### src/rtl/mem_access_sequencer.sv
// mem_access_sequencer
// Splits one 16-bit word access into two byte transactions on an 8-bit
// req/ack memory port. The low byte goes to Addr and the high byte to Addr+1,
// with 16-bit wrap. It returns the assembled read word, a one-cycle Done
// pulse and a timeout error flag.
// Optional feature: define MEM_SEQ_AUTOINC_EN to make ArfInc pulse in an
// error-free Done cycle. Without the macro, ArfInc is tied low.
module mem_access_sequencer #(
    parameter int unsigned TIMEOUT = 16
) (
    input  logic        Clock,
    input  logic        Reset_n,
    input  logic        Start,
    input  logic        Write,
    input  logic [15:0] Addr,
    input  logic [15:0] WData,
    output logic        Busy,
    output logic        Done,
    output logic        Err,
    output logic [15:0] RData,
    output logic [15:0] MemAddr,
    output logic [7:0]  MemWData,
    output logic        MemReq,
    output logic        MemWr,
    input  logic [7:0]  MemRData,
    input  logic        MemAck,
    output logic        ArfInc
);

    localparam int CNT_W = (TIMEOUT > 1) ? $clog2(TIMEOUT + 1) : 1;
    localparam logic [CNT_W-1:0] TO_CNT  = CNT_W'(TIMEOUT);
    localparam logic [CNT_W-1:0] CNT_ONE = CNT_W'(1);
    localparam bit TO_EN = (TIMEOUT != 0);

    typedef enum logic [1:0] {IDLE, REQ_LO, REQ_HI, FIN} state_t;

    state_t           state, state_d;
    logic [CNT_W-1:0] tcnt, tcnt_d;
    logic [7:0]       wdata_hi;
    logic [7:0]       lo_byte;

    logic             accept;
    logic             ack_ok;
    logic             waiting;
    logic             timeout_hit;

    logic             busy_d, done_d, err_d, mem_req_d, mem_wr_d;
    logic [15:0]      rdata_d, mem_addr_d;
    logic [7:0]       mem_wdata_d;

    assign accept      = (state == IDLE) && Start;
    assign ack_ok      = MemReq && MemAck;
    assign waiting     = TO_EN && MemReq && !MemAck;
    // The ack test comes first in the next-state logic, so an ack on the
    // same edge as the last wait cycle still completes the byte.
    assign timeout_hit = waiting && ((tcnt + CNT_ONE) == TO_CNT);

    // State register and all registered outputs (async active-low reset)
    always_ff @(posedge Clock or negedge Reset_n) begin
        if (!Reset_n) begin
            state    <= IDLE;
            tcnt     <= '0;
            Busy     <= 1'b0;
            Done     <= 1'b0;
            Err      <= 1'b0;
            RData    <= 16'h0000;
            MemAddr  <= 16'h0000;
            MemWData <= 8'h00;
            MemReq   <= 1'b0;
            MemWr    <= 1'b0;
        end else begin
            state    <= state_d;
            tcnt     <= tcnt_d;
            Busy     <= busy_d;
            Done     <= done_d;
            Err      <= err_d;
            RData    <= rdata_d;
            MemAddr  <= mem_addr_d;
            MemWData <= mem_wdata_d;
            MemReq   <= mem_req_d;
            MemWr    <= mem_wr_d;
        end
    end

    // Captured data bytes: the write high byte and the read low byte
    always_ff @(posedge Clock) begin
        if (accept) begin
            wdata_hi <= WData[15:8];
        end
        if ((state == REQ_LO) && ack_ok) begin
            lo_byte <= MemRData;
        end
    end

    // Next-state selection
    always_comb begin
        state_d = state;
        case (state)
            IDLE:    if (Start) state_d = REQ_LO;
            REQ_LO: begin
                if (ack_ok)           state_d = REQ_HI;
                else if (timeout_hit) state_d = FIN;
            end
            REQ_HI: begin
                if (ack_ok || timeout_hit) state_d = FIN;
            end
            FIN:     state_d = IDLE;
            default: state_d = IDLE;
        endcase
    end

    // Next values of the registered outputs and the wait counter
    always_comb begin
        busy_d      = (state_d != IDLE);
        done_d      = (state_d == FIN);
        // The first cycle of REQ_LO only presents the address; the request
        // rises one edge later and stays up across both bytes.
        mem_req_d   = (state != IDLE) && ((state_d == REQ_LO) || (state_d == REQ_HI));
        err_d       = Err;
        rdata_d     = RData;
        mem_addr_d  = MemAddr;
        mem_wdata_d = MemWData;
        mem_wr_d    = MemWr;
        tcnt_d      = tcnt;
        case (state)
            IDLE: begin
                if (Start) begin
                    err_d       = 1'b0;
                    rdata_d     = 16'h0000;
                    mem_addr_d  = Addr;
                    mem_wdata_d = WData[7:0];
                    mem_wr_d    = Write;
                    tcnt_d      = '0;
                end
            end
            REQ_LO: begin
                if (ack_ok) begin
                    mem_addr_d  = MemAddr + 16'd1;
                    mem_wdata_d = wdata_hi;
                    tcnt_d      = '0;
                end else if (timeout_hit) begin
                    err_d = 1'b1;
                end else if (waiting) begin
                    tcnt_d = tcnt + CNT_ONE;
                end
            end
            REQ_HI: begin
                if (ack_ok) begin
                    if (!MemWr) rdata_d = {MemRData, lo_byte};
                end else if (timeout_hit) begin
                    err_d = 1'b1;
                end else if (waiting) begin
                    tcnt_d = tcnt + CNT_ONE;
                end
            end
            default: ;
        endcase
    end

`ifdef MEM_SEQ_AUTOINC_EN
    // Autoincrement request: one pulse alongside an error-free Done
    always_ff @(posedge Clock or negedge Reset_n) begin
        if (!Reset_n) ArfInc <= 1'b0;
        else          ArfInc <= (state_d == FIN) && !err_d;
    end
`else
    assign ArfInc = 1'b0;
`endif

endmodule

### config.mk
export PLATFORM = sky130hd
export DESIGN_NAME = mem_access_sequencer
export DESIGN_NICKNAME = d
export VERILOG_FILES = /design/src/rtl/mem_access_sequencer.sv
export SDC_FILE = /design/constraint.sdc
export NUM_CORES = 1
export LEC_CHECK = 0
export CAP_MARGIN = 20
export CORE_ASPECT_RATIO = 0.9
export CORE_MARGIN = 2
export CORE_UTILIZATION = 40
export CTS_CLUSTER_DIAMETER = 30
export DETAILED_ROUTE_END_ITERATION = 10
export PLACE_DENSITY = 0.69
export SLEW_MARGIN = 20
export SYNTH_ARGS = -nofsm -noshare
export SYNTH_HDL_FRONTEND = slang
export SYNTH_SLANG_ARGS = --single-unit
export TNS_END_PERCENT = 30
### constraint.sdc
create_clock -name Clock -period 4.8 [get_ports Clock]
set_input_delay 1.2 -clock Clock [delete_from_list [all_inputs] [get_ports Clock]]
set_output_delay 1.2 -clock Clock [all_outputs]
set_load 0.05 [all_outputs]
==> impl_results.html, run 1 <==
<p>Metrics extracted from the flow reports.</p>
<table>
<tr><th>Metric</th><th>Value</th></tr>
<tr><th colspan="2">Flow run</th></tr>
<tr><td>Tool warnings</td><td>29</td></tr>
<tr><td>Max-cap violations</td><td>0</td></tr>
<tr><th colspan="2">Worst setup path</th></tr>
<tr><td>Number of buffer and inverter instances along the worst setup path</td><td>1</td></tr>
<tr><td>WP data required</td><td>between 5000 and 6000 ps</td></tr>
<tr><td>Largest incremental delay on the critical path</td><td>680 ps</td></tr>
<tr><td>Critical Path Fanout Max</td><td>13</td></tr>
<tr><td>Cell chain of the critical path</td><td>clkdlybuf4s50_1, a21boi_4, nor3_2, nand2_1, o221a_2</td></tr>
<tr><td>Crit start category</td><td>primary input</td></tr>
<tr><td>Crit path capture type</td><td>register</td></tr>
<tr><td>Arrival time at the worst endpoint</td><td>3380 ps</td></tr>
<tr><th colspan="2">Finish</th></tr>
<tr><td>Layout Utilization</td><td>57.48%</td></tr>
<tr><td>Share of post-route cells with drive strength above 1</td><td>between 8 and 9%</td></tr>
<tr><td>Count of clock buffers in the final design</td><td>10</td></tr>
<tr><td>Clk tree area frac</td><td>approximately 5%</td></tr>
<tr><td>Registers with the most flip-flops</td><td>MemAddr (16), RData (16)</td></tr>
<tr><td>Fraction of area in multi-input gates</td><td>about 31%</td></tr>
<tr><td>Cell area after layout</td><td>roughly 4400 um2</td></tr>
<tr><td>Non-clock inverter total of the final layout</td><td>7</td></tr>
<tr><td>Net total in the final layout</td><td>about 450</td></tr>
<tr><td>Seq. cell area</td><td>approximately 1800 um2</td></tr>
<tr><td>Buffering overhead</td><td>between 20% and 30%</td></tr>
<tr><td>Total inserted antenna cells</td><td>0</td></tr>
<tr><td>Leading cell kind</td><td>sequential cells</td></tr>
<tr><td>Highest-count cells in the layout ignoring fill and taps</td><td>clkdlybuf4s50_1, dfrtp_1, nand2_1, o21ai_0, nor2_1</td></tr>
<tr><td>Combinational cell area excluding buffers and inverters</td><td>~1300 um2</td></tr>
<tr><td>Layout buffer count excluding clock buffers</td><td>between 90 and 100</td></tr>
<tr><td>Most numerous logic cell after layout</td><td>clkdlybuf4s50_1</td></tr>
<tr><th colspan="2">Floorplan</th></tr>
<tr><td>Number of placement rows</td><td>30</td></tr>
<tr><td>Init Core Util</td><td>between 40% and 50%</td></tr>
<tr><th colspan="2">Power</th></tr>
<tr><td>Total power divided by cell area</td><td>between 700 and 800 nW/um2</td></tr>
<tr><td>Combinational Power</td><td>around 1.6 mW</td></tr>
<tr><td>Cell-internal power</td><td>around 1.6 mW</td></tr>
<tr><td>Sw Ratio</td><td>46.63%</td></tr>
<tr><td>Reg power frac</td><td>between 30% and 40%</td></tr>
<tr><td>Power dissipated in the clock network</td><td>between 500 and 600 uW</td></tr>
<tr><td>Worst IR Drop VDD</td><td>approximately 380 uV</td></tr>
<tr><td>NetSw</td><td>~1.4 mW</td></tr>
<tr><td>Max power group</td><td>combinational logic</td></tr>
<tr><td>Share of total power in the clock network</td><td>between 10% and 20%</td></tr>
<tr><td>Share of total power in combinational logic</td><td>a little over half</td></tr>
<tr><th colspan="2">GRT</th></tr>
<tr><td>Aggregate global-route resource usage</td><td>around 18%</td></tr>
<tr><td>Antenna violations before repair</td><td>0</td></tr>
<tr><td>First-pass GRT wire length</td><td>approximately 12,000 um</td></tr>
<tr><th colspan="2">STA</th></tr>
<tr><td>Worst Skew</td><td>9.425 ps</td></tr>
<tr><td>Highest attainable clock frequency</td><td>between 0.3 and 0.4 GHz</td></tr>
<tr><td>Crit path time final</td><td>~3100 ps</td></tr>
<tr><td>Slew HR</td><td>a little over two fifths</td></tr>
<tr><td>Slew at the pin closest to its max-slew limit</td><td>854.0 ps</td></tr>
<tr><td>Sum of negative setup slack</td><td>0 ps</td></tr>
<tr><td>Setup repair after global routing missed its margin</td><td>false</td></tr>
<tr><td>Max-slew violation count</td><td>0</td></tr>
<tr><th colspan="2">Placed design</th></tr>
<tr><td>Placer congestion estimate</td><td>between 0.8 and 0.9</td></tr>
<tr><td>Detailed-placement wirelength estimate</td><td>slightly above 5000 um</td></tr>
<tr><td>Total cell area at the placement stage</td><td>approximately 4200 um2</td></tr>
<tr><th colspan="2">Detailed routing</th></tr>
<tr><td>Vias per std cell</td><td>roughly 5.2</td></tr>
<tr><td>Total number of vias</td><td>between 2,000 and 3,000</td></tr>
<tr><td>Number of nets with antenna violations after detailed routing</td><td>0</td></tr>
<tr><td>Number of search-and-repair iterations in the first detailed-routing pass</td><td>4</td></tr>
<tr><td>Wire length after detailed routing</td><td>around 7400 um</td></tr>
<tr><th colspan="2">Synth</th></tr>
<tr><td>Share of Yosys cell area claimed by the top area cell type</td><td>40.50%</td></tr>
<tr><td>Area of the mapped netlist</td><td>about 3200 um2</td></tr>
<tr><td>Sequential share of the synthesized area</td><td>55.45%</td></tr>
<tr><td>YS warnings</td><td>0</td></tr>
<tr><td>Flip-flop and latch count after synthesis</td><td>a little under 70</td></tr>
<tr><td>Chip area from the yosys synthesis statistics</td><td>roughly 3200 um2</td></tr>
<tr><td>Dominant kind of combinational cell</td><td>AND-OR/OR-AND gates</td></tr>
<tr><td>Yosys adder share</td><td>approximately 2.7%</td></tr>
<tr><td>Fraction of registers with async set/reset</td><td>between 70% and 80%</td></tr>
<tr><td>Most frequently used cell type in the post-synthesis netlist</td><td>dfrtp_1</td></tr>
<tr><td>Dominant register cell in the synthesized netlist</td><td>dfrtp_1</td></tr>
<tr><td>Yosys cell count</td><td>just over 300</td></tr>
<tr><td>Net count entering floorplan</td><td>361</td></tr>
<tr><td>Area fraction in mux cells</td><td>4.712%</td></tr>
<tr><td>Leading cell types by total area after synthesis</td><td>dfrtp_1, edfxtp_1, o21ai_0</td></tr>
<tr><th colspan="2">Clocking</th></tr>
<tr><td>CTS clk-pin slew, worst paths</td><td>about 80 ps</td></tr>
<tr><td>Number of hold-repair buffers added at the cts stage</td><td>0</td></tr>
<tr><td>CTS tree</td><td>done</td></tr>
<tr><td>CTS buffer count</td><td>9</td></tr>
<tr><td>Root Buffer</td><td>clkbuf_8</td></tr>
<tr><td>CTS H-Tree Depth</td><td>3</td></tr>
<tr><td>Cell resize tally after clock tree synthesis</td><td>0</td></tr>
<tr><th colspan="2">Run status</th></tr>
<tr><td>Run status</td><td>completed</td></tr>
</table>
## run 1: routing by layer
metal  share of wire (%)  global-route usage [%]
met4                 1.0                   4.483
met3                 7.0                   6.020
met2                  47                   28.39
met5                   0                       0
met1                  45                   23.36
## run 1: worst paths after layout
| check | startpoint | to | slack, ps | cells after the start |
|---|---|---|---|---|
| min in group asynchronous | Reset_n | MemWData[3] | 970 | 2 |
| min | MemWData[7] | MemWData[7] | 480 | 2 |
| max reg2reg | state[1] | MemAddr[10] | 1940 | 6 |
| min reg2reg | MemWData[7] | MemWData[7] | 480 | 2 |
| max | MemAck | MemAddr[10] | 1650 | 5 |
| max in group asynchronous | Reset_n | MemWData[5] | 3370 | 2 |
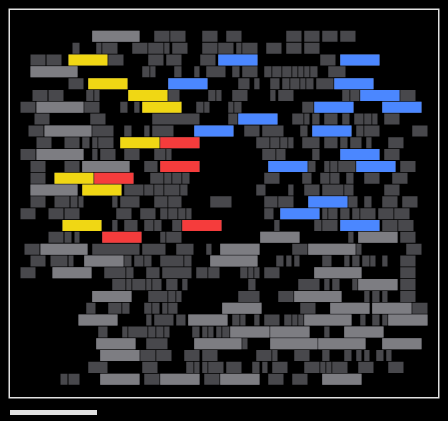
Figure 1: run 1, sequential cells colored by netlist name.
The bar under the picture is 20 um long. Other sequential cells in the stronger gray, the rest of the logic in the fainter gray.
Red shows `tcnt`, flops 5, where middle. Yellow shows `MemWData`, flops 8. Blue shows `MemAddr`, flops 16.

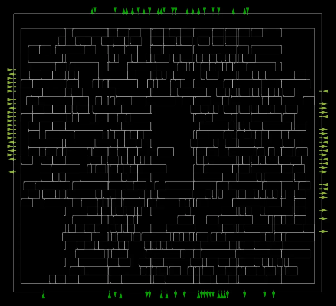
Figure 2: run 1, cell outlines without signal wires.
Floorplan Core Area: 7657 um2
filler cell count in the final layout: 681
sequential share of cell area: 40.48%

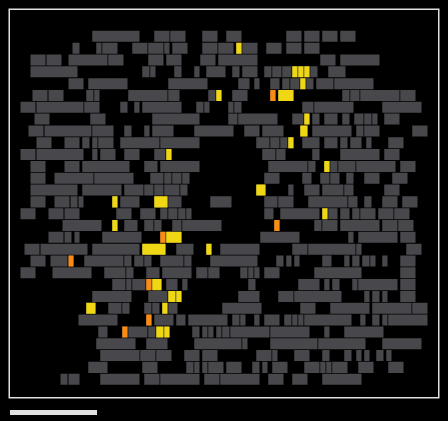
Figure 3: run 1, gate-type map.
The bar under the picture is 20 um long.
Yellow shows NOR gates, cells 27. Orange shows inverters, cells 7.

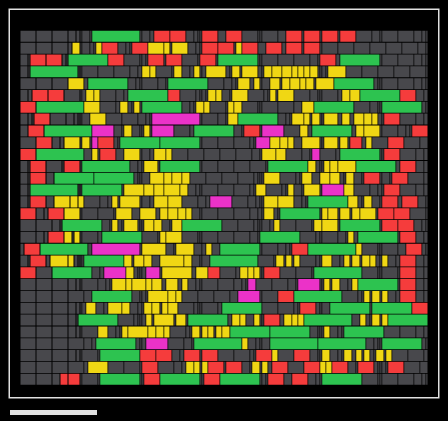
Figure 4: run 1, cell classes on the final placement.
The bar under the picture is 20 um long. Fill, decap, tap and diode cells in gray.
Green shows flip-flops, cells 68. Red shows other buffers and delay cells, cells 93. Yellow shows all other logic, cells 226. Magenta shows clock drivers and dummy loads, cells 16.

Figure 5. Signal wires by layer (run 1).
The bar under the picture is 20 um long.
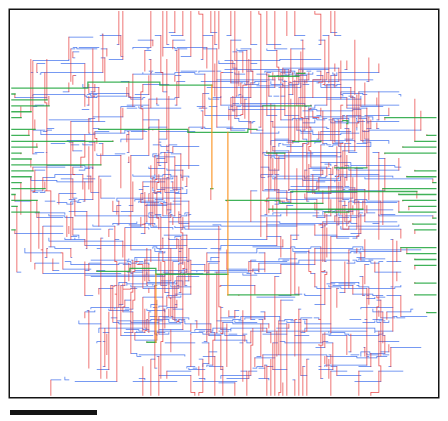

--- run 2 (diff from run 1) ---
--- a/config.mk
+++ b/config.mk
@@ -11,7 +11,7 @@
 export CORE_UTILIZATION = 40
 export CTS_CLUSTER_DIAMETER = 30
 export DETAILED_ROUTE_END_ITERATION = 10
-export PLACE_DENSITY = 0.69
+export PLACE_DENSITY = 0.72
 export SLEW_MARGIN = 20
 export SYNTH_ARGS = -nofsm -noshare
 export SYNTH_HDL_FRONTEND = slang
==> constraint.sdc (replaced) <==
create_clock -name Clock -period 2.8 [get_ports Clock]
set_input_delay 0.7 -clock Clock [delete_from_list [all_inputs] [get_ports Clock]]
set_output_delay 0.7 -clock Clock [all_outputs]
set_load 0.05 [all_outputs]
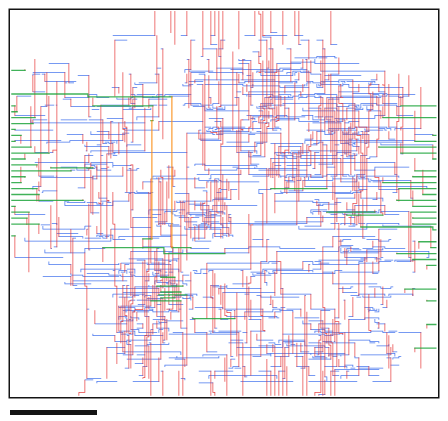
Figure 6: run 2, signal wires by layer.
The bar under the picture is 20 um long.
Red shows met2, wire length 3,440 um. Orange shows met4, wire length 61.9 um. Blue shows met1, wire length 3,550 um. Green shows met3, wire length 439 um.

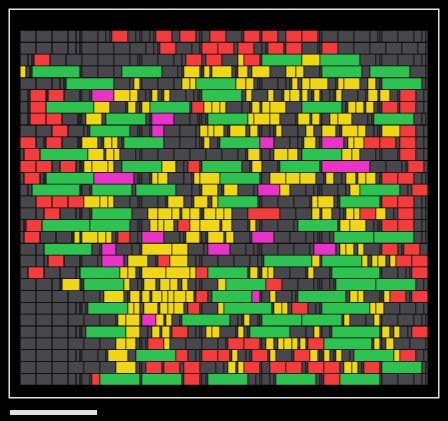
Figure 7: run 2, cell classes on the final placement.
The bar under the picture is 20 um long. Fill, decap, tap and diode cells in gray.
Yellow shows all other logic, cells 226. Green shows flip-flops, cells 68. Red shows other buffers and delay cells, cells 100. Magenta shows clock drivers and dummy loads, cells 16.

==> impl_results.html, run 2 <==
<p>Metrics extracted from the flow reports.</p>
<table>
<tr><th>Metric</th><th>Value</th></tr>
<tr><th colspan="2">Run status</th></tr>
<tr><td>Run status</td><td>completed</td></tr>
<tr><th colspan="2">Worst setup path</th></tr>
<tr><td>Number of buffer and inverter instances along the worst setup path</td><td>1 (unchanged)</td></tr>
<tr><td>Cell chain of the critical path</td><td>clkdlybuf4s50_1</td></tr>
<tr><td>Cell with the largest stage delay on the worst path</td><td>clkdlybuf4s50_1</td></tr>
<tr><td>Arrival time at the worst endpoint</td><td>1690 ps (-1690 ps)</td></tr>
<tr><td>Crit path capture type</td><td>output pin</td></tr>
<tr><td>Critical Path Fanout Max</td><td>8 (-5)</td></tr>
<tr><td>Delay-heaviest family, CP</td><td>buffers and inverters</td></tr>
<tr><td>RR Startpoint</td><td>state[1]</td></tr>
<tr><td>WP data required</td><td>2100 ps (-2940 ps)</td></tr>
<tr><td>Crit start category</td><td>register</td></tr>
<tr><td>Largest incremental delay on the critical path</td><td>860 ps (+180 ps)</td></tr>
<tr><td>Timing startpoint of the critical path</td><td>MemReq</td></tr>
<tr><th colspan="2">Finish</th></tr>
<tr><td>Registers with the most flip-flops</td><td>MemAddr (16), RData (16)</td></tr>
<tr><td>Syn-to-layout area delta</td><td>39.10%</td></tr>
<tr><td>Net total in the final layout</td><td>457 (+1.6%)</td></tr>
<tr><td>Cell area after layout</td><td>4469 um2 (+1.5%)</td></tr>
<tr><td>Highest-count cells in the layout ignoring fill and taps</td><td>clkdlybuf4s50_1, dfrtp_1, nand2_1, o21ai_0, nor2_1</td></tr>
<tr><td>Most numerous logic cell after layout</td><td>clkdlybuf4s50_1</td></tr>
<tr><td>Post-Layout Cell Count</td><td>slightly above 500</td></tr>
<tr><td>Layout Utilization</td><td>58.37% (+0.88 points)</td></tr>
<tr><td>Total inserted antenna cells</td><td>0 (unchanged)</td></tr>
<tr><td>Share of post-route cells with drive strength above 1</td><td>10.73% (+1.8 points)</td></tr>
<tr><th colspan="2">GRT</th></tr>
<tr><td>Antenna violations before repair</td><td>0 (unchanged)</td></tr>
<tr><td>Aggregate global-route resource usage</td><td>17.88% (+0.21 points)</td></tr>
<tr><td>Largest net degree at the start of global routing</td><td>33</td></tr>
<tr><td>First-pass GRT wire length</td><td>12,510 um (+2.1%)</td></tr>
<tr><td>Congestion Overflow GR</td><td>0</td></tr>
<tr><th colspan="2">Synth</th></tr>
<tr><td>Commonest cells in the synthesized netlist</td><td>dfrtp_1, nand2_1, o21ai_0</td></tr>
<tr><td>Dominant register cell in the synthesized netlist</td><td>dfrtp_1</td></tr>
<tr><td>Sequential share of the synthesized area</td><td>55.45% (unchanged)</td></tr>
<tr><td>Flip-flop and latch count after synthesis</td><td>68 (unchanged)</td></tr>
<tr><td>Synth area leader</td><td>dfrtp_1</td></tr>
<tr><td>YS warnings</td><td>0 (unchanged)</td></tr>
<tr><td>Area fraction in mux cells</td><td>4.712% (unchanged)</td></tr>
<tr><td>Yosys cell count</td><td>309 (unchanged)</td></tr>
<tr><td>Synthesized instance count</td><td>~310</td></tr>
<tr><td>Simple-gate portion of the synthesized area</td><td>~16%</td></tr>
<tr><td>Share of Yosys cell area claimed by the top area cell type</td><td>40.50% (unchanged)</td></tr>
<tr><td>Yosys adder share</td><td>2.726% (unchanged)</td></tr>
<tr><td>Dominant kind of combinational cell</td><td>AND-OR/OR-AND gates</td></tr>
<tr><td>Fraction of registers with async set/reset</td><td>76.47% (unchanged)</td></tr>
<tr><td>Leading cell types by total area after synthesis</td><td>dfrtp_1, edfxtp_1, o21ai_0</td></tr>
<tr><td>Chip area from the yosys synthesis statistics</td><td>3213 um2 (unchanged)</td></tr>
<tr><td>Unique masters post-synth</td><td>53</td></tr>
<tr><td>Area of the mapped netlist</td><td>3213 um2 (unchanged)</td></tr>
<tr><td>Net count entering floorplan</td><td>361 (unchanged)</td></tr>
<tr><td>Most frequently used cell type in the post-synthesis netlist</td><td>dfrtp_1</td></tr>
<tr><td>Area fraction in compound gates</td><td>16.98%</td></tr>
<tr><td>Number of flops mapped to enable cells by yosys</td><td>16</td></tr>
<tr><th colspan="2">Floorplan</th></tr>
<tr><td>Floorplan Core Area</td><td>7657 um2 (unchanged)</td></tr>
<tr><td>Number of placement rows</td><td>30 (unchanged)</td></tr>
<tr><td>Number of top-level pins</td><td>between 90 and 100</td></tr>
<tr><td>Die footprint</td><td>slightly below 9000 um2</td></tr>
<tr><td>Init Core Util</td><td>41.96% (unchanged)</td></tr>
<tr><td>Chip Height</td><td>between 80 and 90 um</td></tr>
<tr><th colspan="2">STA</th></tr>
<tr><td>Slew HR</td><td>65.62% (+23 points)</td></tr>
<tr><td>Final setup vio count</td><td>0</td></tr>
<tr><td>Worst Skew</td><td>6.634 ps (-2.791 ps)</td></tr>
<tr><td>Count of final hold-check violations</td><td>0</td></tr>
<tr><td>Sum of negative setup slack</td><td>0 ps (unchanged)</td></tr>
<tr><td>Setup repair after global routing missed its margin</td><td>false</td></tr>
<tr><td>Highest attainable clock frequency</td><td>0.4176 GHz</td></tr>
<tr><td>Worst hold slack</td><td>157.0 ps</td></tr>
<tr><td>Worst Slack Setup Final</td><td>405.6 ps</td></tr>
<tr><td>Max-slew violation count</td><td>0 (unchanged)</td></tr>
<tr><td>Slew at the pin closest to its max-slew limit</td><td>514.1 ps (-339.9 ps)</td></tr>
<tr><td>Crit path time final</td><td>about 2400 ps</td></tr>
<tr><th colspan="2">Detailed routing</th></tr>
<tr><td>Vias per std cell</td><td>5.271 (+1.1%)</td></tr>
<tr><td>Routed met1 length</td><td>3547 um (+6.0%)</td></tr>
<tr><td>Wire length after detailed routing</td><td>7491 um (+1.4%)</td></tr>
<tr><td>Number of search-and-repair iterations in the first detailed-routing pass</td><td>4 (unchanged)</td></tr>
<tr><td>Total number of vias</td><td>2,667 (+2.5%)</td></tr>
<tr><td>Violation tally from detailed-route iteration zero</td><td>~120</td></tr>
<tr><td>Uppermost layer routed</td><td>met4</td></tr>
<tr><td>Met3 routed WL</td><td>438 um (-15%)</td></tr>
<tr><td>Mean routed wirelength per cell</td><td>14.80 um</td></tr>
<tr><td>Number of nets with antenna violations after detailed routing</td><td>0 (unchanged)</td></tr>
<tr><td>Total met2 wirelength after detailed routing</td><td>3444 um (unchanged)</td></tr>
<tr><th colspan="2">Clocking</th></tr>
<tr><td>Cell resize tally after clock tree synthesis</td><td>0 (unchanged)</td></tr>
<tr><td>Total number of clock tree sinks</td><td>approximately 70</td></tr>
<tr><td>CTS clk-pin slew, worst paths</td><td>70 ps (about the same)</td></tr>
<tr><td>Number of hold-repair buffers added at the cts stage</td><td>0 (unchanged)</td></tr>
<tr><td>CTS tree</td><td>done</td></tr>
<tr><td>Post-CTS setup buffer count</td><td>0</td></tr>
<tr><td>CTS H-Tree Depth</td><td>3 (unchanged)</td></tr>
<tr><td>CTS buffer count</td><td>9 (unchanged)</td></tr>
<tr><td>Root Buffer</td><td>clkbuf_8</td></tr>
<tr><th colspan="2">Power</th></tr>
<tr><td>Sw Ratio</td><td>46.61% (about the same)</td></tr>
<tr><td>NetSw</td><td>2.511 mW (+75%)</td></tr>
<tr><td>Flop+latch power</td><td>1.62 mW</td></tr>
<tr><td>Cell-internal power</td><td>2.876 mW (+75%)</td></tr>
<tr><td>Reg power frac</td><td>30.1% (-0.5 points)</td></tr>
<tr><td>Static power due to leakage</td><td>~1.8 nW</td></tr>
<tr><td>Total power divided by cell area</td><td>1205 nW/um2 (+72%)</td></tr>
<tr><td>Worst IR Drop VDD</td><td>560.5 uV (+46%)</td></tr>
<tr><td>Share of total power in the clock network</td><td>16.0% (-0.9 points)</td></tr>
<tr><td>Power dissipated in the clock network</td><td>864 uW (+66%)</td></tr>
<tr><td>Combinational Power</td><td>2.90 mW (+79%)</td></tr>
<tr><td>Share of total power in combinational logic</td><td>53.9% (+1.3 points)</td></tr>
<tr><td>Total power</td><td>between 5 and 6 mW</td></tr>
<tr><td>Max power group</td><td>combinational logic</td></tr>
<tr><th colspan="2">Worst hold path</th></tr>
<tr><td>HP Class</td><td>primary input to async pin</td></tr>
<tr><th colspan="2">Flow run</th></tr>
<tr><td>Max-cap violations</td><td>0 (unchanged)</td></tr>
<tr><td>Tool warnings</td><td>29 (unchanged)</td></tr>
<tr><th colspan="2">Placed design</th></tr>
<tr><td>Number of buffers inserted by port buffering</td><td>about 89</td></tr>
<tr><td>Detailed-placement wirelength estimate</td><td>5363 um (+4.5%)</td></tr>
<tr><td>Total cell area at the placement stage</td><td>4252 um2 (+1.6%)</td></tr>
<tr><td>Placer congestion estimate</td><td>0.8269 (+2.1%)</td></tr>
<tr><td>Worst slack at placement</td><td>about 140 ps</td></tr>
</table>
run 2: cell counts after synthesis:
No cell type changed its count.
run 2: cell type report:
type	count	area [um2]
Fill cell	670	3188
Clock inverter	6	68.82
Timing Repair Buffer	100	980.9
Sequential cell	68	1782
Inverter	7	26.28
Clock buffer	10	148.9
Multi-Input combinational cell	219	1343
Tap cell	96	120.1
run 2: worst paths after layout:
check / to / slack, ps / cells past startpoint
max: MemReq / 410 / 1
max in group asynchronous: MemAddr[3] / 2100 / 2
min reg2reg: RData[15] / 480 / 2
min in group Clock: RData[15] / 480 / 2
max reg2reg: MemAddr[13] / 470 / 7
min: Busy / 160 / 1
run 2: metal layers:
layer | vias up | track usage, %
li1 | 1318 | -
met1 | 1263 | 24.87
met2 | 82 | 27.71
met3 | 4 | 4.848
met4 | 0 | 5.604
met5 | - | 0
--- run 3 (diff from run 2) ---
--- a/config.mk
+++ b/config.mk
@@ -12,7 +12,6 @@
 export CTS_CLUSTER_DIAMETER = 30
 export DETAILED_ROUTE_END_ITERATION = 10
 export PLACE_DENSITY = 0.72
-export SLEW_MARGIN = 20
 export SYNTH_ARGS = -nofsm -noshare
 export SYNTH_HDL_FRONTEND = slang
 export SYNTH_SLANG_ARGS = --single-unit
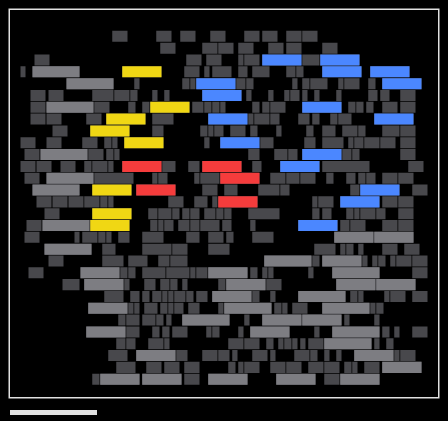
Figure 8: run 3, sequential cells colored by netlist name.
The bar under the picture is 20 um long. Other sequential cells in the stronger gray, the rest of the logic in the fainter gray.
Yellow shows `MemWData`, flops 8. Red shows `tcnt`, flops 5, where middle. Blue shows `MemAddr`, flops 16.
Another 39 sequential cells are not colored.

==> impl_results.html, run 3 <==
<p>Metrics extracted from the flow reports.</p>
<table>
<tr><th>Metric</th><th>Value</th></tr>
<tr><th colspan="2">Run status</th></tr>
<tr><td>Run status</td><td>completed</td></tr>
<tr><th colspan="2">Detailed routing</th></tr>
<tr><td>Number of search-and-repair iterations in the first detailed-routing pass</td><td>4 (unchanged)</td></tr>
<tr><td>Mean routed wirelength per cell</td><td>14.80 um (unchanged)</td></tr>
<tr><td>Number of nets with antenna violations after detailed routing</td><td>0 (unchanged)</td></tr>
<tr><td>Violation tally from detailed-route iteration zero</td><td>122 (unchanged)</td></tr>
<tr><td>Vias per std cell</td><td>5.271 (unchanged)</td></tr>
<tr><td>Total number of vias</td><td>2,667 (unchanged)</td></tr>
<tr><td>Wire length after detailed routing</td><td>7491 um (unchanged)</td></tr>
<tr><th colspan="2">Worst hold path</th></tr>
<tr><td>HP Class</td><td>primary input to async pin</td></tr>
<tr><th colspan="2">GRT</th></tr>
<tr><td>Aggregate global-route resource usage</td><td>17.88% (unchanged)</td></tr>
<tr><td>First-pass GRT wire length</td><td>12,510 um (unchanged)</td></tr>
<tr><td>Largest net degree at the start of global routing</td><td>33 (unchanged)</td></tr>
<tr><td>Congestion Overflow GR</td><td>0 (unchanged)</td></tr>
<tr><td>Via count of the first global-routing pass</td><td>about 2,600</td></tr>
<tr><td>Antenna violations before repair</td><td>0 (unchanged)</td></tr>
<tr><th colspan="2">STA</th></tr>
<tr><td>Slew at the pin closest to its max-slew limit</td><td>514.1 ps (unchanged)</td></tr>
<tr><td>Worst Slack Setup Final</td><td>405.6 ps (unchanged)</td></tr>
<tr><td>Sum of negative setup slack</td><td>0 ps (unchanged)</td></tr>
<tr><td>Highest attainable clock frequency</td><td>0.4176 GHz (unchanged)</td></tr>
<tr><td>Slew HR</td><td>65.62% (unchanged)</td></tr>
<tr><td>Count of final hold-check violations</td><td>0 (unchanged)</td></tr>
<tr><td>Max-slew violation count</td><td>0 (unchanged)</td></tr>
<tr><td>Final setup vio count</td><td>0 (unchanged)</td></tr>
<tr><td>Worst hold slack</td><td>157.0 ps (unchanged)</td></tr>
<tr><td>Crit path time final</td><td>2394 ps (unchanged)</td></tr>
<tr><td>Setup repair after global routing missed its margin</td><td>false</td></tr>
<tr><th colspan="2">Synth</th></tr>
<tr><td>Commonest cells in the synthesized netlist</td><td>dfrtp_1, nand2_1, o21ai_0</td></tr>
<tr><td>Synthesized instance count</td><td>309 (unchanged)</td></tr>
<tr><td>Chip area from the yosys synthesis statistics</td><td>3213 um2 (unchanged)</td></tr>
<tr><td>Flip-flop and latch count after synthesis</td><td>68 (unchanged)</td></tr>
<tr><td>Number of flops mapped to enable cells by yosys</td><td>16 (unchanged)</td></tr>
<tr><td>Share of Yosys cell area claimed by the top area cell type</td><td>40.50% (unchanged)</td></tr>
<tr><td>Leading cell types by total area after synthesis</td><td>dfrtp_1, edfxtp_1, o21ai_0</td></tr>
<tr><td>Synth area leader</td><td>dfrtp_1</td></tr>
<tr><td>Yosys cell count</td><td>309 (unchanged)</td></tr>
<tr><td>Net count entering floorplan</td><td>361 (unchanged)</td></tr>
<tr><td>Dominant register cell in the synthesized netlist</td><td>dfrtp_1</td></tr>
<tr><td>YS warnings</td><td>0 (unchanged)</td></tr>
<tr><td>Area of the mapped netlist</td><td>3213 um2 (unchanged)</td></tr>
<tr><td>Sequential share of the synthesized area</td><td>55.45% (unchanged)</td></tr>
<tr><td>Most frequently used cell type in the post-synthesis netlist</td><td>dfrtp_1</td></tr>
<tr><td>Unique masters post-synth</td><td>53 (unchanged)</td></tr>
<tr><th colspan="2">Clocking</th></tr>
<tr><td>CTS H-Tree Depth</td><td>3 (unchanged)</td></tr>
<tr><td>Post-CTS setup buffer count</td><td>0 (unchanged)</td></tr>
<tr><td>CTS tree</td><td>done</td></tr>
<tr><td>Total number of clock tree sinks</td><td>68 (unchanged)</td></tr>
<tr><td>Number of hold-repair buffers added at the cts stage</td><td>0 (unchanged)</td></tr>
<tr><td>CTS clk-pin slew, worst paths</td><td>70 ps (about the same)</td></tr>
<tr><td>Cell resize tally after clock tree synthesis</td><td>0 (unchanged)</td></tr>
<tr><td>Root Buffer</td><td>clkbuf_8</td></tr>
<tr><td>CTS buffer count</td><td>9 (unchanged)</td></tr>
<tr><th colspan="2">Power</th></tr>
<tr><td>Total power divided by cell area</td><td>1205 nW/um2 (unchanged)</td></tr>
<tr><td>NetSw</td><td>2.511 mW (unchanged)</td></tr>
<tr><td>Static power due to leakage</td><td>1.836 nW (unchanged)</td></tr>
<tr><td>Power dissipated in the clock network</td><td>864 uW (about the same)</td></tr>
<tr><td>Reg power frac</td><td>30.1% (about the same)</td></tr>
<tr><td>Cell-internal power</td><td>2.876 mW (unchanged)</td></tr>
<tr><td>Sw Ratio</td><td>46.61% (unchanged)</td></tr>
<tr><td>Combinational Power</td><td>2.90 mW (about the same)</td></tr>
<tr><td>Share of total power in combinational logic</td><td>53.9% (about the same)</td></tr>
<tr><td>Flop+latch power</td><td>1.62 mW (about the same)</td></tr>
<tr><td>Worst IR Drop VDD</td><td>560.5 uV (unchanged)</td></tr>
<tr><td>Total power</td><td>5.387 mW (unchanged)</td></tr>
<tr><td>Max power group</td><td>combinational logic</td></tr>
<tr><td>Share of total power in the clock network</td><td>16.0% (about the same)</td></tr>
<tr><th colspan="2">Worst setup path</th></tr>
<tr><td>Capture point of the worst reg-to-reg path</td><td>MemAddr[13]</td></tr>
<tr><td>Reg2reg setup slack</td><td>470 ps (about the same)</td></tr>
<tr><td>Crit path capture type</td><td>output pin</td></tr>
<tr><td>Crit path to</td><td>MemReq</td></tr>
<tr><td>FF-to-FF path depth</td><td>7 (unchanged)</td></tr>
<tr><td>Cell chain of the critical path</td><td>clkdlybuf4s50_1</td></tr>
<tr><td>Timing startpoint of the critical path</td><td>MemReq</td></tr>
<tr><td>WP data required</td><td>2100 ps (about the same)</td></tr>
<tr><td>Cell with the largest stage delay on the worst path</td><td>clkdlybuf4s50_1</td></tr>
<tr><td>Stages on the worst setup path</td><td>1 (unchanged)</td></tr>
<tr><td>Largest incremental delay on the critical path</td><td>860 ps (about the same)</td></tr>
<tr><td>RR Startpoint</td><td>state[1]</td></tr>
<tr><td>Crit start category</td><td>register</td></tr>
<tr><td>Arrival time at the worst endpoint</td><td>1690 ps (about the same)</td></tr>
<tr><td>Critical Path Fanout Max</td><td>8 (unchanged)</td></tr>
<tr><th colspan="2">Floorplan</th></tr>
<tr><td>Chip Height</td><td>89.03 um (unchanged)</td></tr>
<tr><td>Floorplan Core Area</td><td>7657 um2 (unchanged)</td></tr>
<tr><td>Init Core Util</td><td>41.96% (unchanged)</td></tr>
<tr><td>Number of placement rows</td><td>30 (unchanged)</td></tr>
<tr><td>Number of top-level pins</td><td>91 (unchanged)</td></tr>
<tr><td>Die footprint</td><td>8767 um2 (unchanged)</td></tr>
<tr><th colspan="2">Flow run</th></tr>
<tr><td>Tool warnings</td><td>29 (unchanged)</td></tr>
<tr><td>Max-cap violations</td><td>0 (unchanged)</td></tr>
<tr><th colspan="2">Finish</th></tr>
<tr><td>Total inserted antenna cells</td><td>0 (unchanged)</td></tr>
<tr><td>Net total in the final layout</td><td>457 (unchanged)</td></tr>
<tr><td>Highest-count cells in the layout ignoring fill and taps</td><td>clkdlybuf4s50_1, dfrtp_1, nand2_1, o21ai_0, nor2_1</td></tr>
<tr><td>Post-Layout Cell Count</td><td>506 (unchanged)</td></tr>
<tr><td>Share of post-route cells with drive strength above 1</td><td>10.73% (unchanged)</td></tr>
<tr><td>Layout Utilization</td><td>58.37% (unchanged)</td></tr>
<tr><td>Syn-to-layout area delta</td><td>39.10% (unchanged)</td></tr>
<tr><td>Cell area after layout</td><td>4469 um2 (unchanged)</td></tr>
<tr><td>Registers with the most flip-flops</td><td>MemAddr (16), RData (16)</td></tr>
<tr><th colspan="2">Placed design</th></tr>
<tr><td># placed instances</td><td>approximately 490</td></tr>
<tr><td>Total cell area at the placement stage</td><td>4252 um2 (unchanged)</td></tr>
<tr><td>Placer congestion estimate</td><td>0.8269 (unchanged)</td></tr>
<tr><td>Worst slack at placement</td><td>139.8 ps (unchanged)</td></tr>
</table>
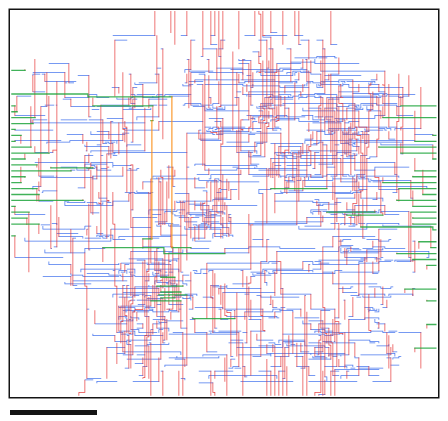
Figure 9: run 3, signal wires by layer.
The bar under the picture is 20 um long.
Orange shows met4, wire length 61.9 um. Green shows met3, wire length 439 um. Blue shows met1, wire length 3,550 um. Red shows met2, wire length 3,440 um.

## run 3: area by class of cell
cell class,instances,area (um2)
inverters,7,26.28
flip-flops and latches,68,1782
multi-input cells,219,1343
well taps,96,120.1
fillers,670,3188
clock buffers,10,148.9
clock inverters,6,68.82
repair buffers,100,980.9
## run 3: routing by layer
metal  GRT usage (%)  share of wire [%]
met5               0                  0
met2           27.71                 46
met1           24.87                 47
met4           5.604               0.81
met3           4.848                5.8
## run 3: cells by family after synthesis
logic type | after synthesis | synth area share [%]
AND-OR/OR-AND | 84 | 16.98
buffers and inverters | 22 | 2.921
AND/OR/NAND/NOR | 109 | 16.28
flip-flops | 68 | 55.45
other | 1 | 0.1167
adder cells (fa/ha/maj) | 7 | 2.726
XOR/XNOR | 3 | 0.8179
multiplexers | 15 | 4.712
Power figures rest on the tool's default switching activity, not on a simulated workload.
